`src/rtl/svc_axi_sram_if_wr.sv`:
```
// AXI4 write-channel subordinate: turns one AW/W burst at a time into per-beat SRAM write
// commands and returns one B response. Optional error checking via SVC_AXI_SRAM_IF_WR_SLVERR_EN.
module svc_axi_sram_if_wr #(
    parameter int unsigned AXI_ADDR_WIDTH = 20,
    parameter int unsigned AXI_DATA_WIDTH = 16,
    parameter int unsigned AXI_ID_WIDTH   = 4,
    localparam int unsigned LSB = $clog2(AXI_DATA_WIDTH) - 3,
    localparam int unsigned SAW = AXI_ADDR_WIDTH - LSB
) (
    input  logic                        clk,
    input  logic                        rst_n,

    input  logic                        s_axi_awvalid,
    output logic                        s_axi_awready,
    input  logic [AXI_ID_WIDTH-1:0]     s_axi_awid,
    input  logic [AXI_ADDR_WIDTH-1:0]   s_axi_awaddr,
    input  logic [7:0]                  s_axi_awlen,
    input  logic [2:0]                  s_axi_awsize,
    input  logic [1:0]                  s_axi_awburst,

    input  logic                        s_axi_wvalid,
    output logic                        s_axi_wready,
    input  logic [AXI_DATA_WIDTH-1:0]   s_axi_wdata,
    input  logic [AXI_DATA_WIDTH/8-1:0] s_axi_wstrb,
    input  logic                        s_axi_wlast,

    output logic                        s_axi_bvalid,
    input  logic                        s_axi_bready,
    output logic [AXI_ID_WIDTH-1:0]     s_axi_bid,
    output logic [1:0]                  s_axi_bresp,

    output logic                        sram_wr_cmd_valid,
    input  logic                        sram_wr_cmd_ready,
    output logic [SAW-1:0]              sram_wr_cmd_addr,
    output logic [AXI_ID_WIDTH-1:0]     sram_wr_cmd_meta,
    output logic                        sram_wr_cmd_last,
    output logic [AXI_DATA_WIDTH-1:0]   sram_wr_cmd_data,
    output logic [AXI_DATA_WIDTH/8-1:0] sram_wr_cmd_strb
);

    localparam int unsigned IW = AXI_ID_WIDTH;
    localparam int unsigned DW = AXI_DATA_WIDTH;
    localparam int unsigned SW = AXI_DATA_WIDTH / 8;
    localparam logic [1:0]  RESP_OKAY   = 2'b00;
    localparam logic [1:0]  RESP_SLVERR = 2'b10;

    typedef enum logic [1:0] {IDLE, BURST, RESP} state_t;

    state_t          state_q, state_d;
    logic [IW-1:0]   id_q, id_d;
    logic [SAW-1:0]  waddr_q, waddr_d;
    logic [7:0]      len_q, len_d;
    logic [7:0]      beat_q, beat_d;
    logic            done_q, done_d;
    logic            drop_q, drop_d;
    logic            err_q, err_d;

    logic            awready_q, awready_d;
    logic            bvalid_q, bvalid_d;
    logic [IW-1:0]   bid_q, bid_d;
    logic [1:0]      bresp_q, bresp_d;
    logic            cmd_valid_q, cmd_valid_d;
    logic [SAW-1:0]  cmd_addr_q, cmd_addr_d;
    logic [IW-1:0]   cmd_meta_q, cmd_meta_d;
    logic            cmd_last_q, cmd_last_d;
    logic [DW-1:0]   cmd_data_q, cmd_data_d;
    logic [SW-1:0]   cmd_strb_q, cmd_strb_d;

    logic aw_hs, w_hs, cmd_hs, b_hs, last_beat, wready_c;
    logic aw_err_c, wlast_err_c;

`ifdef SVC_AXI_SRAM_IF_WR_SLVERR_EN
    assign aw_err_c    = (s_axi_awburst != 2'b01) || (s_axi_awsize != 3'(LSB));
    assign wlast_err_c = (s_axi_wlast != last_beat);
`else
    logic unused_ok;
    assign unused_ok   = ^{s_axi_awburst, s_axi_awsize, s_axi_wlast};
    assign aw_err_c    = 1'b0;
    assign wlast_err_c = 1'b0;
`endif

    // wready follows the command slot combinationally so a draining slot refills in the same cycle
    assign wready_c  = (state_q == BURST) && !done_q && (!cmd_valid_q || sram_wr_cmd_ready);
    assign aw_hs     = s_axi_awvalid && awready_q;
    assign w_hs      = s_axi_wvalid && wready_c;
    assign cmd_hs    = cmd_valid_q && sram_wr_cmd_ready;
    assign b_hs      = bvalid_q && s_axi_bready;
    assign last_beat = (beat_q == len_q);

    // Next-state and next-output logic
    always_comb begin
        state_d     = state_q;
        id_d        = id_q;
        waddr_d     = waddr_q;
        len_d       = len_q;
        beat_d      = beat_q;
        done_d      = done_q;
        drop_d      = drop_q;
        err_d       = err_q;
        bid_d       = bid_q;
        bresp_d     = bresp_q;
        cmd_valid_d = cmd_valid_q && !sram_wr_cmd_ready;
        cmd_addr_d  = cmd_addr_q;
        cmd_meta_d  = cmd_meta_q;
        cmd_last_d  = cmd_last_q;
        cmd_data_d  = cmd_data_q;
        cmd_strb_d  = cmd_strb_q;

        case (state_q)
            IDLE: begin
                if (aw_hs) begin
                    state_d = BURST;
                    id_d    = s_axi_awid;
                    waddr_d = s_axi_awaddr[AXI_ADDR_WIDTH-1:LSB];
                    len_d   = s_axi_awlen;
                    beat_d  = 8'd0;
                    done_d  = 1'b0;
                    drop_d  = aw_err_c;
                    err_d   = aw_err_c;
                end
            end
            BURST: begin
                if (w_hs) begin
                    beat_d  = beat_q + 8'd1;
                    waddr_d = waddr_q + SAW'(1);
                    if (last_beat)   done_d = 1'b1;
                    if (wlast_err_c) err_d  = 1'b1;
                    if (!drop_q) begin
                        cmd_valid_d = 1'b1;
                        cmd_addr_d  = waddr_q;
                        cmd_meta_d  = id_q;
                        cmd_last_d  = last_beat;
                        cmd_data_d  = s_axi_wdata;
                        cmd_strb_d  = s_axi_wstrb;
                    end else if (last_beat) begin
                        state_d = RESP;
                    end
                end
                // Only the final command can be pending once all beats are in
                if (done_q && cmd_hs) state_d = RESP;
            end
            RESP: begin
                if (b_hs) state_d = IDLE;
            end
            default: state_d = IDLE;
        endcase

        awready_d = (state_d == IDLE);
        bvalid_d  = (state_d == RESP);
        if ((state_q != RESP) && (state_d == RESP)) begin
            bid_d   = id_q;
            bresp_d = err_d ? RESP_SLVERR : RESP_OKAY;
        end
    end

    // State and output registers
    always_ff @(posedge clk or negedge rst_n) begin
        if (!rst_n) begin
            state_q     <= IDLE;
            id_q        <= '0;
            waddr_q     <= '0;
            len_q       <= '0;
            beat_q      <= '0;
            done_q      <= 1'b0;
            drop_q      <= 1'b0;
            err_q       <= 1'b0;
            awready_q   <= 1'b0;
            bvalid_q    <= 1'b0;
            bid_q       <= '0;
            bresp_q     <= '0;
            cmd_valid_q <= 1'b0;
            cmd_addr_q  <= '0;
            cmd_meta_q  <= '0;
            cmd_last_q  <= 1'b0;
            cmd_data_q  <= '0;
            cmd_strb_q  <= '0;
        end else begin
            state_q     <= state_d;
            id_q        <= id_d;
            waddr_q     <= waddr_d;
            len_q       <= len_d;
            beat_q      <= beat_d;
            done_q      <= done_d;
            drop_q      <= drop_d;
            err_q       <= err_d;
            awready_q   <= awready_d;
            bvalid_q    <= bvalid_d;
            bid_q       <= bid_d;
            bresp_q     <= bresp_d;
            cmd_valid_q <= cmd_valid_d;
            cmd_addr_q  <= cmd_addr_d;
            cmd_meta_q  <= cmd_meta_d;
            cmd_last_q  <= cmd_last_d;
            cmd_data_q  <= cmd_data_d;
            cmd_strb_q  <= cmd_strb_d;
        end
    end

    assign s_axi_awready     = awready_q;
    assign s_axi_wready      = wready_c;
    assign s_axi_bvalid      = bvalid_q;
    assign s_axi_bid         = bid_q;
    assign s_axi_bresp       = bresp_q;
    assign sram_wr_cmd_valid = cmd_valid_q;
    assign sram_wr_cmd_addr  = cmd_addr_q;
    assign sram_wr_cmd_meta  = cmd_meta_q;
    assign sram_wr_cmd_last  = cmd_last_q;
    assign sram_wr_cmd_data  = cmd_data_q;
    assign sram_wr_cmd_strb  = cmd_strb_q;

endmodule

```
`config.mk`:
```
export PLATFORM = sky130hd
export DESIGN_NAME = svc_axi_sram_if_wr
export DESIGN_NICKNAME = d
export VERILOG_FILES = /design/src/rtl/svc_axi_sram_if_wr.sv
export SDC_FILE = /design/constraint.sdc
export NUM_CORES = 1
export LEC_CHECK = 0
export CAP_MARGIN = 20
export CORE_ASPECT_RATIO = 0.6
export CORE_MARGIN = 2
export CORE_UTILIZATION = 52
export DETAILED_ROUTE_END_ITERATION = 16
export GPL_TIMING_DRIVEN = 0
export PLACE_DENSITY = 0.91
export SLEW_MARGIN = 5
export SYNTH_ARGS = -nofsm -noshare
export SYNTH_HDL_FRONTEND = slang
export SYNTH_SLANG_ARGS = --single-unit
export TNS_END_PERCENT = 30
```
`constraint.sdc`:
```
create_clock -name clk -period 4.8 [get_ports clk]
set_clock_uncertainty 0.05 [all_clocks]
set_input_delay 0.72 -clock clk [delete_from_list [all_inputs] [get_ports clk]]
set_output_delay 0.72 -clock clk [all_outputs]
set_load 0.05 [all_outputs]
```
**Placement density heat map**

Scale: 3 px per µm. 12 x 7 tiles, from black (low) to pale yellow (high), 0 to 100% covered.
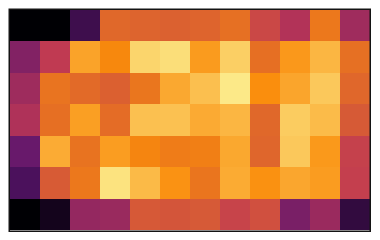
- tiles over 75% full: 38%
- nearly empty tiles: 3.6%
- mean over tiles: 64%
fin util: 73.1%
FP Util: 53.3%
core area: 7850 µm²

**Cell classes on the final placement**

Scale: 4 px per µm. Fill, decap, tap and diode cells in grey.
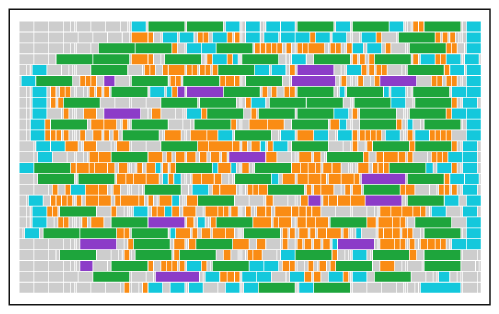
- remaining logic cells: orange (cells 337; share of their area 31%)
- registers: green (cells 93; share of their area 41%)
- clock drivers and dummy loads: purple (cells 16; share of their area 6.2%)
- remaining buffers and delay cells: cyan (cells 128; share of their area 21%)
post-route cell area: 5740 µm²
# rows: 25

**Clock wires, drivers and flops**

Scale: 6 px per µm.
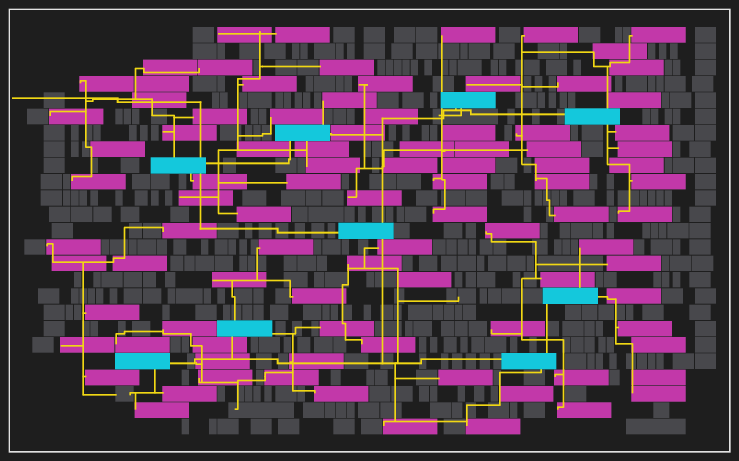
- flip-flops: magenta (count 93)
- clock-net drivers: cyan (count 9)
- clock wires: yellow (length 1090 µm)
- routed clock nets: 10

-- power by group through the flow --
stage,combinational [mW],sequential (mW),clock (mW)
2_1_floorplan,0.719,1.97,0
3_3_place_gp,1.99,1.35,0
4_1_cts,2.05,1.36,0.836
3_5_place_dp,2.03,1.37,0
6_report,2.05,1.37,0.823
5_1_grt,2.20,1.40,0.864
-- how the worst max path moves through the flow --
stage,from,endpoint,slack (ps),cells past startpoint
after floorplan,sram_wr_cmd_valid$_DFF_PN0_,s_axi_wready,2150,2
after global placement,rst_n,len_q[6]$_DFFE_PN0P_,-390,1
after detailed placement,sram_wr_cmd_ready,s_axi_wready,1500,4
after CTS,sram_wr_cmd_ready,s_axi_wready,1480,4
after global routing,sram_wr_cmd_ready,s_axi_wready,1430,4
final,sram_wr_cmd_ready,s_axi_wready,1480,4
==> impl_metrics.csv <==
group,metric,value,unit
critical_path,path_class,"in -> out",
yosys,ys_ff,93,
final_timing,rsz0062_at_grt,"false",
critical_path,cp_data_required_time,4030,ps
routing,wl_per_cell,16.4,µm
run,warnings,33,
clock_network,post_cts_buffers,0,
critical_path,crit_family,"buffers and inverters",
pwr,p_sw_share,45.1,%
final_layout,diodes,0,
routing,top_layer_used,"met4",
routing,wl_met1,4.83,mm
critical_path,worst-r2r-setup-slack,2710,ps
yosys,fa_ha_area_share,0.598,%
final_layout,nNetsFinal,633,
yosys,yosys_warnings,0,
place,dpl.hpwl,7.99,mm
routing,wl,11.2,mm
yosys,syn_area_per_cell,9.26,µm²
floorplanning,num_io_pins,114,
yosys,top_cell_area_share,55.6,%
pwr,pwr-share-comb,48.3,%
yosys,netlist_area,4190,µm²
grt,grt_pass1_vias,3563,
clock_network,clock_latency,350,ps
final_layout,comb_cells,333,
clock_network,cts_hold_buf,0,
place,dpl_cell_area,5400,µm²
yosys,fp_nets,516,
final_timing,min_period,3320,ps
grt,busiest_layer,"met2",
routing,firstDrtPassIters,5,
final_timing,slew_headroom,56.4,%
yosys,yosys_cells,452,
routing,vias,3779,
critical_path,crit_path_end_kind,"output pin",
clock_network,numCtsBuffers,9,
yosys,largest_area_cell,"dfrtp_1",
yosys,logic_family,"simple AND/OR/NAND/NOR gates",
pwr,power.density,738,nW/µm²
place,pre_cts_ws,1500,ps
final_layout,inverters_excl_clock,4,
yosys,ys_seq_share,55.6,%
place,place_inst,666,
yosys,synth_simple_gate_area_share,27.7,%
yosys,synth-edff-count,0,
critical_path,arrival,2550,ps
pwr,leakagePower,2.65,nW
critical_path,slowest_delay,870,ps
routing,wl_met2,5.14,mm
final_timing,layout_setup_ws,1480,ps
final_layout,largest_class,"sequential cells",
final_timing,final_hold_viol_count,0,
final_timing,fmax,0.301,GHz
grt,grt_max_degree,51,
yosys,aoi_share,8.88,%
final_layout,sh_comb_area,30.3,%
pwr,seqPwrFrac,32.3,%
clock_network,ctsResizeCount,0,
final_layout,logic_area,1740,µm²
clock_network,h-tree-depth,3,
pwr,intPower,2.33,mW
final_timing,hold_ws,316,ps
routing,drt-initial-drc-count,405,
critical_path,crit_chain,"clkdlybuf4s50_1 -> nor2b_1 -> nor3_1 -> clkdlybuf4s50_1",
yosys,synthXorXnorAreaFrac,2.72,%
floorplanning,chipWidth,120,µm
final_layout,flop_area,2330,µm²
final_layout,clk_share,6.01,%
critical_path,cp-start-kind,"input pin",
critical_path,timing.rr.start,"state_q[0]$_DFF_PN0_",
final_layout,nFillCells,562,
clock_network,tritoncts,"built",
grt,grt.total_usage,26.2,%
clock_network,root_buffer,"clkbuf_16",
pwr,clkPwrFrac,19.4,%
grt,antenna_found_initial,0,
run,cap_viol_max_count,0,
critical_path,cpMaxStageDelayCell,"clkdlybuf4s50_1",
final_layout,final.clkbuf_count,9,
critical_path,crit_buf_inv,2,
final_layout,stdcell_count,682,
yosys,syn_inst,452,
final_layout,seq_cell_count,93,
final_timing,setup_viol,0,
pwr,p_switching,1.91,mW
status,outcome,"finished clean",
grt,use_met1,35.6,%
clock_network,clk_pin_slew,70,ps
Power figures rest on the tool's default switching activity, not on a simulated workload.
